**src/rtl/multi_ch_run_ctrl.sv**
```systemverilog
// multi_ch_run_ctrl: per-channel IDLE/RUN/DONE/ERR run controllers with cycle counters, timeout and aggregate status
module multi_ch_run_ctrl #(
  parameter int NUM_CH   = 4,
  parameter int CNT_W    = 16,
  parameter bit AUTO_CLR = 1'b0
) (
  input  logic                    clk,
  input  logic                    rst_n,
  input  logic [NUM_CH-1:0]       start_i,
  input  logic [NUM_CH-1:0]       done_i,
  input  logic [NUM_CH-1:0]       clr_i,
  input  logic [CNT_W-1:0]        timeout_i,
  output logic [NUM_CH-1:0]       idle_o,
  output logic [NUM_CH-1:0]       run_o,
  output logic [NUM_CH-1:0]       done_o,
  output logic [NUM_CH-1:0]       err_o,
  output logic [NUM_CH*CNT_W-1:0] cycles_o,
  output logic                    busy_o,
  output logic                    all_done_o,
  output logic                    err_any_o
);
  typedef enum logic [1:0] {IDLE, RUN, DONE, ERR} state_t;
  for (genvar c = 0; c < NUM_CH; c++) begin : g_ch
    state_t st, st_nx;
    logic [CNT_W-1:0] cnt, cnt_nx, inc;
    logic [CNT_W:0] nxt;
    logic tmo;
    always_ff @(posedge clk or negedge rst_n)
      if (!rst_n) begin
        st  <= IDLE;
        cnt <= '0;
      end else begin
        st  <= st_nx;
        cnt <= cnt_nx;
      end
    always_comb begin
      nxt    = {1'b0, cnt} + (CNT_W+1)'(1);
      inc    = nxt[CNT_W] ? cnt : nxt[CNT_W-1:0];
      tmo    = timeout_i != '0 && nxt == {1'b0, timeout_i};
      st_nx  = st;
      cnt_nx = cnt;
      case (st)
        IDLE: if (start_i[c]) begin
          st_nx  = RUN;
          cnt_nx = '0;
        end
        RUN: if (clr_i[c]) st_nx = IDLE;
        else begin
          st_nx  = done_i[c] ? DONE : tmo ? ERR : RUN;
          cnt_nx = inc;
        end
        DONE: if (start_i[c]) begin
          st_nx  = RUN;
          cnt_nx = '0;
        end else if (AUTO_CLR || clr_i[c]) st_nx = IDLE;
        ERR: if (clr_i[c]) st_nx = IDLE;
        default: st_nx = IDLE;
      endcase
    end
    assign idle_o[c] = st == IDLE;
    assign run_o[c]  = st == RUN;
    assign done_o[c] = st == DONE;
    assign err_o[c]  = st == ERR;
    assign cycles_o[c*CNT_W +: CNT_W] = cnt;
  end
  assign busy_o     = |run_o;
  assign all_done_o = &done_o;
  assign err_any_o  = |err_o;
endmodule

```
**config.mk**
```make
export PLATFORM = sky130hd
export DESIGN_NAME = multi_ch_run_ctrl
export DESIGN_NICKNAME = d
export VERILOG_FILES = /design/src/rtl/multi_ch_run_ctrl.sv
export SDC_FILE = /design/constraint.sdc
export NUM_CORES = 1
export LEC_CHECK = 0
export CORE_ASPECT_RATIO = 1.75
export CORE_MARGIN = 2
export CORE_UTILIZATION = 50
export DETAILED_ROUTE_END_ITERATION = 8
export PLACE_DENSITY = 0.86
export SLEW_MARGIN = 20
export SYNTH_ARGS = -nofsm -noshare
export SYNTH_HDL_FRONTEND = slang
export SYNTH_SLANG_ARGS = --single-unit
export TNS_END_PERCENT = 100
```
**constraint.sdc**
```tcl
create_clock -name clk -period 2.9 [get_ports clk]
set_input_delay 0.435 -clock clk [delete_from_list [all_inputs] [get_ports clk]]
set_output_delay 0.435 -clock clk [all_outputs]
set_load 0.05 [all_outputs]
```
Run 1, cell area per tile:
Bar = 20 um. 9 x 15 tiles, from black (low) to pale yellow (high), 0 to 100% covered.
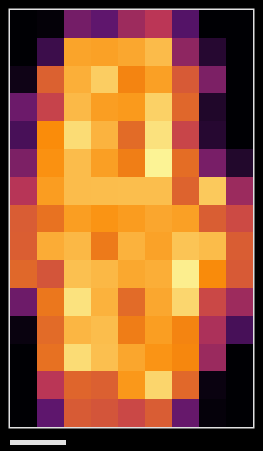
tiles over 75% full: 40%
densest ninth of the die: centre
emptiest ninth of the die: upper right
fullest tile: 97%
mean over tiles: 56%

Run 1, floorplan with the power grid:
Bar = 20 um. Pins as bars on the die edge.
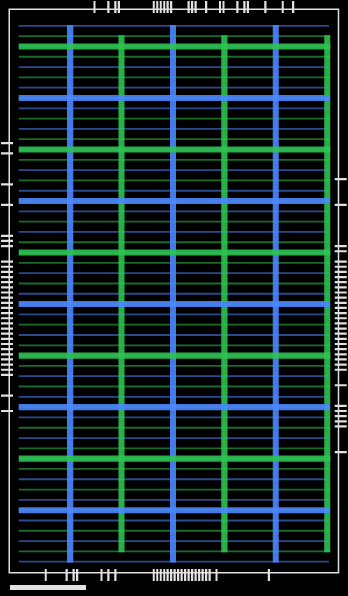
[blue] VSS
[green] VDD
met1 rails: 53
rows: 52
maximum VDD drop: 0.343 mV
Core ar.: 11600 um^2
die height: 148 um

==> flow_metrics.tcl, run 1 <==
# metrics dict for downstream scripts
set metrics [dict create \
    syn_to_final_growth_pct 24.5 \
    die_area_um2 12800 \
    post-cts-setup-buffers 0 \
    rsz0062_at_grt "no" \
    ff_type "dfrtp_1" \
    logic_gates 601 \
    p_sw_share_pct 34.2 \
    yosys.area_share.aoi_pct 22.0 \
    power_mw 3.16 \
    h-tree-depth 3 \
    setup_slack_ns 0.194 \
    drv_slew 0 \
    seqPwrFrac_pct 35.6 \
    r2r-end "g_ch[1].cnt[4]" \
    grt_pass1_wl_um 29900 \
    fmax_mhz 369 \
    drive_gt1_share_pct 6.80 \
    status "finished clean" \
    yosysTopAreaCellShare_pct 30.3 \
    dp_hpwl_um 13400 \
    p_seq_mw 1.12 \
    clk-power_mw 1.15 \
    largest_register_ffs 64 \
    cts_buffer_depth 2 \
    internal_power_mw 2.08 \
    synth.largest_area_cell "dfrtp_1" \
    hold_violations 0 \
    reg2regPathDepth 8 \
    drt_wl_total_um 18400 \
    antenna_found_initial 0 \
    nNetsFinal 867 \
    drt-wirelength-per-cell_um 18.9 \
    post_synth_num_cell_types 66 \
    powerComb_mw 0.880 \
    hold_class "primary input to async pin" \
    comb_power_share_pct 27.9 \
    ant_nets 0 \
    critical_path.top_delay_family "simple AND/OR/NAND/NOR gates" \
    met2_usage_pct 47.7 \
    yosys_cells 751 \
    lay_top_cells "111 x clkdlybuf4s50_1, 81 x o21ai_0, 72 x dfrtp_1, 64 x nor2_1, 53 x nand2_1" \
    arrival_ns 2.27 \
    syn-num-nets 785 \
    top_cells_by_area "dfrtp_1 30%, xnor2_1 6.9%, o21ai_0 6.8%, xor2_1 4.7%, o31ai_1 4.3%" \
    root_buffer "clkbuf_16" \
    maxPowerGroup "the clock network" \
    grt_use_total_pct 29.3 \
    slew_headroom_pct 57.4 \
]
Run 1, routing congestion map:
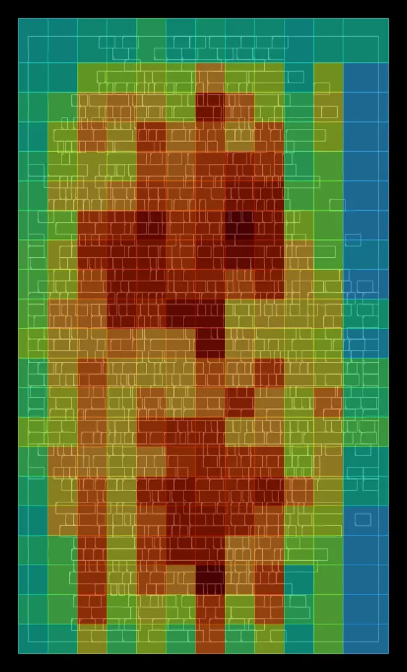
M3 GR Usage: 3.66%
fin util: 64.0%
met1 Use GR: 35.8%

Run 1, nets reached from selected ports:
Bar = 20 um.
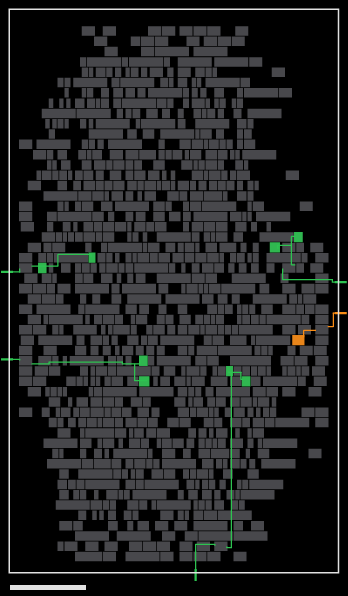

## Run 2: what changed since run 1
--- a/config.mk
+++ b/config.mk
@@ -10,6 +10,7 @@
 export CORE_UTILIZATION = 50
 export DETAILED_ROUTE_END_ITERATION = 8
 export PLACE_DENSITY = 0.86
+export REMOVE_ABC_BUFFERS = 1
 export SLEW_MARGIN = 20
 export SYNTH_ARGS = -nofsm -noshare
 export SYNTH_HDL_FRONTEND = slang
Run 2, nets reached from selected ports:
Bar = 20 um.
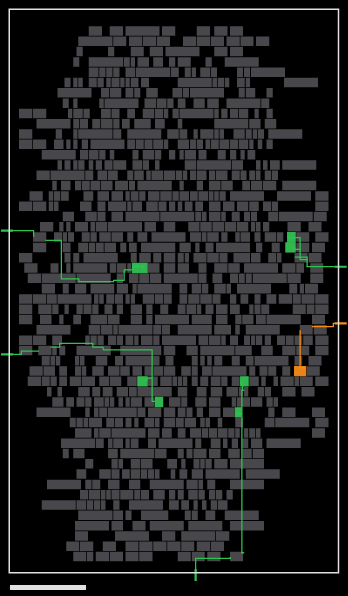
[green] done_i | bits: 4 | direction: input | end cells: 8 | buffers: 4 | wire: 190 um
[orange] all_done_o | bits: 1 | direction: output | end cells: 1 | buffers: 1 | wire: 18.3 um

Run 2, cells coloured by class:
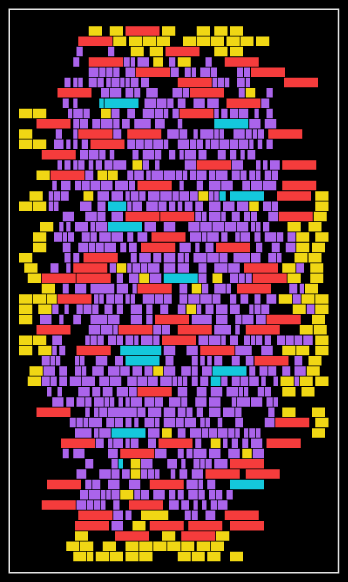
[purple] combinational and other logic | cells: 614 | share of their area: 53%
[yellow] remaining buffers and delay cells | cells: 134 | share of their area: 18%
[cyan] clock drivers and dummy loads | cells: 15 | share of their area: 4.0%
[red] sequential cells | cells: 72 | share of their area: 25%
finished layout cell area: 7380 um^2
fin util: 63.8%
Rows: 52

==> run 2 against run 1 <==
  * Sequential cell count unchanged
  * Sequential share of layout area rose by 0.087 points
  * Critical path depth unchanged
  * Via count is 1.1% higher
  * Critical endpoint is now run_o[3]
  * Critical path type unchanged
  * Utilization fell by 0.23 points
  * Clock skew up 0.0024 ns
  * Power fell by 0.12%
  * Synthesized area stayed put
  * Clock-buffer cell count is 1 lower
  * Largest cell class unchanged
  * Routed wire length is 2.6% higher
==> flow_metrics.tcl, run 2 <==
# metrics dict for downstream scripts
set metrics [dict create \
    fp.coreArea_um2 11600 \
    rsz0062_at_grt "no" \
    ant_nets 0 \
    peakVddDrop_mv 0.351 \
    setup_slack_ns 0.0474 \
    reg2regPathDepth 8 \
    status "finished clean" \
    syn_to_final_growth_pct 24.0 \
    dp_hpwl_um 13500 \
    maxPowerGroup "the clock network" \
    ff_type "dfrtp_1" \
    root_buffer "clkbuf_16" \
    cts_buffer_depth 2 \
    drv_slew 0 \
    drt_wl_total_um 18800 \
    yosys_cells 751 \
    lay_top_cells "111 x clkdlybuf4s50_1, 81 x o21ai_0, 72 x dfrtp_1, 64 x nor2_1, 53 x nand2_1" \
    drt-wirelength-per-cell_um 19.4 \
    powerComb_mw 0.902 \
    hold_class "primary input to async pin" \
    hold_violations 0 \
    arrival_ns 2.42 \
    die_area_um2 12800 \
    use_met1_pct 35.1 \
    fmax_mhz 351 \
    r2r-end "g_ch[3].cnt[8]" \
    p_sw_share_pct 34.8 \
    antenna_found_initial 0 \
    yosys.area_share.aoi_pct 22.0 \
    comb_power_share_pct 28.6 \
    grt_pass1_wl_um 30200 \
    die_h_um 148 \
    logic_gates 601 \
    drive_gt1_share_pct 6.47 \
]
Run 2, routing congestion map:
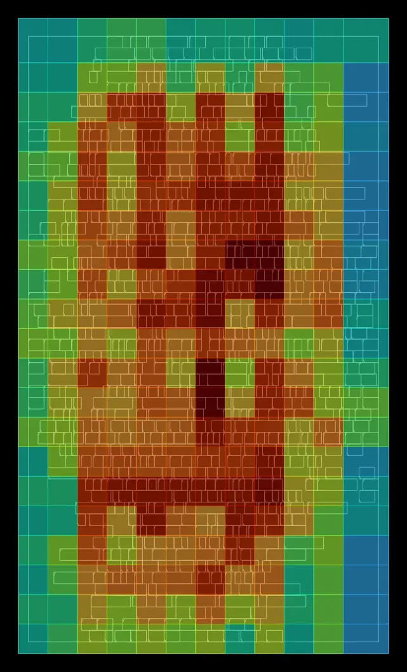

## Run 3: what changed since run 2
==> constraint.sdc (replaced) <==
create_clock -name clk -period 2.9 [get_ports clk]
set_input_delay 0.435 -clock clk [delete_from_list [all_inputs] [get_ports clk]]
set_output_delay 0.435 -clock clk [all_outputs]
set_load 0.005 [all_outputs]
Run 3, routing congestion map:
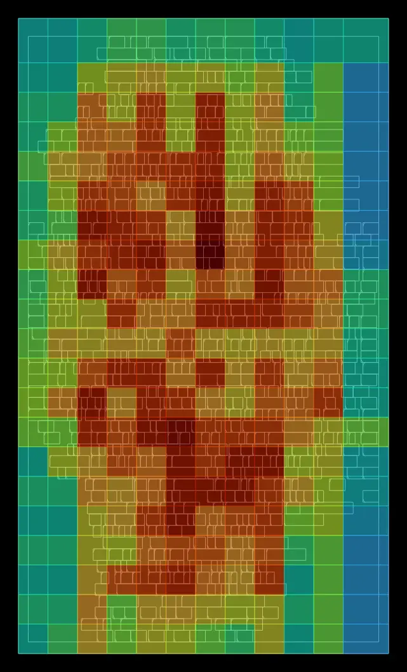
fin util: 63.5%
met2 global-route usage: 47.4%

==> run 3 against run 2 <==
  * Register-to-register slack got worse by 0.08 ns
  * Power decreased by 8.6%
  * Worst hold slack got worse by 0.036 ns
  * Utilization decreased by 0.24 points
  * Fmax increased by 15%
  * Sequential cell count unchanged
  * Largest cell class unchanged
  * Die size unchanged
  * Critical path depth increased by 5
  * Largest power group is now sequential cells
  * Clock skew decreased by 0.0014 ns
==> flow_metrics.tcl, run 3 <==
# metrics dict for downstream scripts
set metrics [dict create \
    powerComb_mw 0.692 \
    io_buffers 112 \
    antenna_found_initial 0 \
    dp_hpwl_um 13500 \
    top_cells_by_area "dfrtp_1 30%, xnor2_1 6.9%, o21ai_0 6.8%, xor2_1 4.7%, o31ai_1 4.3%" \
    die_h_um 148 \
    post-cts-setup-buffers 0 \
    ff_type "dfrtp_1" \
    stdcell_area_um2 7360 \
    peakVddDrop_mv 0.308 \
    seqPwrFrac_pct 39.0 \
    fmax_mhz 402 \
    p_sw_share_pct 30.3 \
    post_synth_num_cell_types 66 \
    die_area_um2 12800 \
    ant_nets 0 \
    arrival_ns 2.75 \
    use_met3_pct 4.33 \
    drive_gt1_share_pct 6.35 \
    largest_register_ffs 64 \
    lay_top_cells "111 x clkdlybuf4s50_1, 81 x o21ai_0, 72 x dfrtp_1, 64 x nor2_1, 53 x nand2_1" \
    internal_power_mw 2.01 \
    fp.coreArea_um2 11600 \
    reg2regPathDepth 8 \
    syn_to_final_growth_pct 23.6 \
    yosys.area_share.aoi_pct 22.0 \
    p_seq_mw 1.12 \
    hold_class "primary input to async pin" \
    rsz0062_at_grt "no" \
    clk-power_mw 1.07 \
    maxPowerGroup "sequential cells" \
    logic_gates 601 \
    drt-wirelength-per-cell_um 19.1 \
    yosysTopAreaCellShare_pct 30.3 \
    power_mw 2.88 \
    hold_violations 0 \
    status "finished clean" \
    slew_headroom_pct 58.9 \
    nNetsFinal 865 \
    h-tree-depth 3 \
    use_met1_pct 35.5 \
    fp-row-count 52 \
]
Run 3, floorplan with the power grid:
Bar = 20 um. Pins as bars on the die edge.
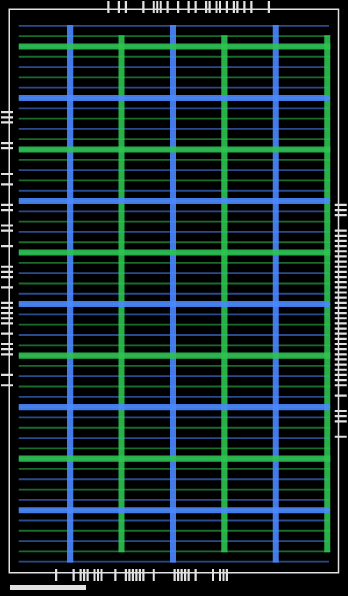
[blue] VSS
[green] VDD
met4 straps: 6
signal pins: 113
met1 rails: 53

Power is estimated from default activity; no workload was simulated.
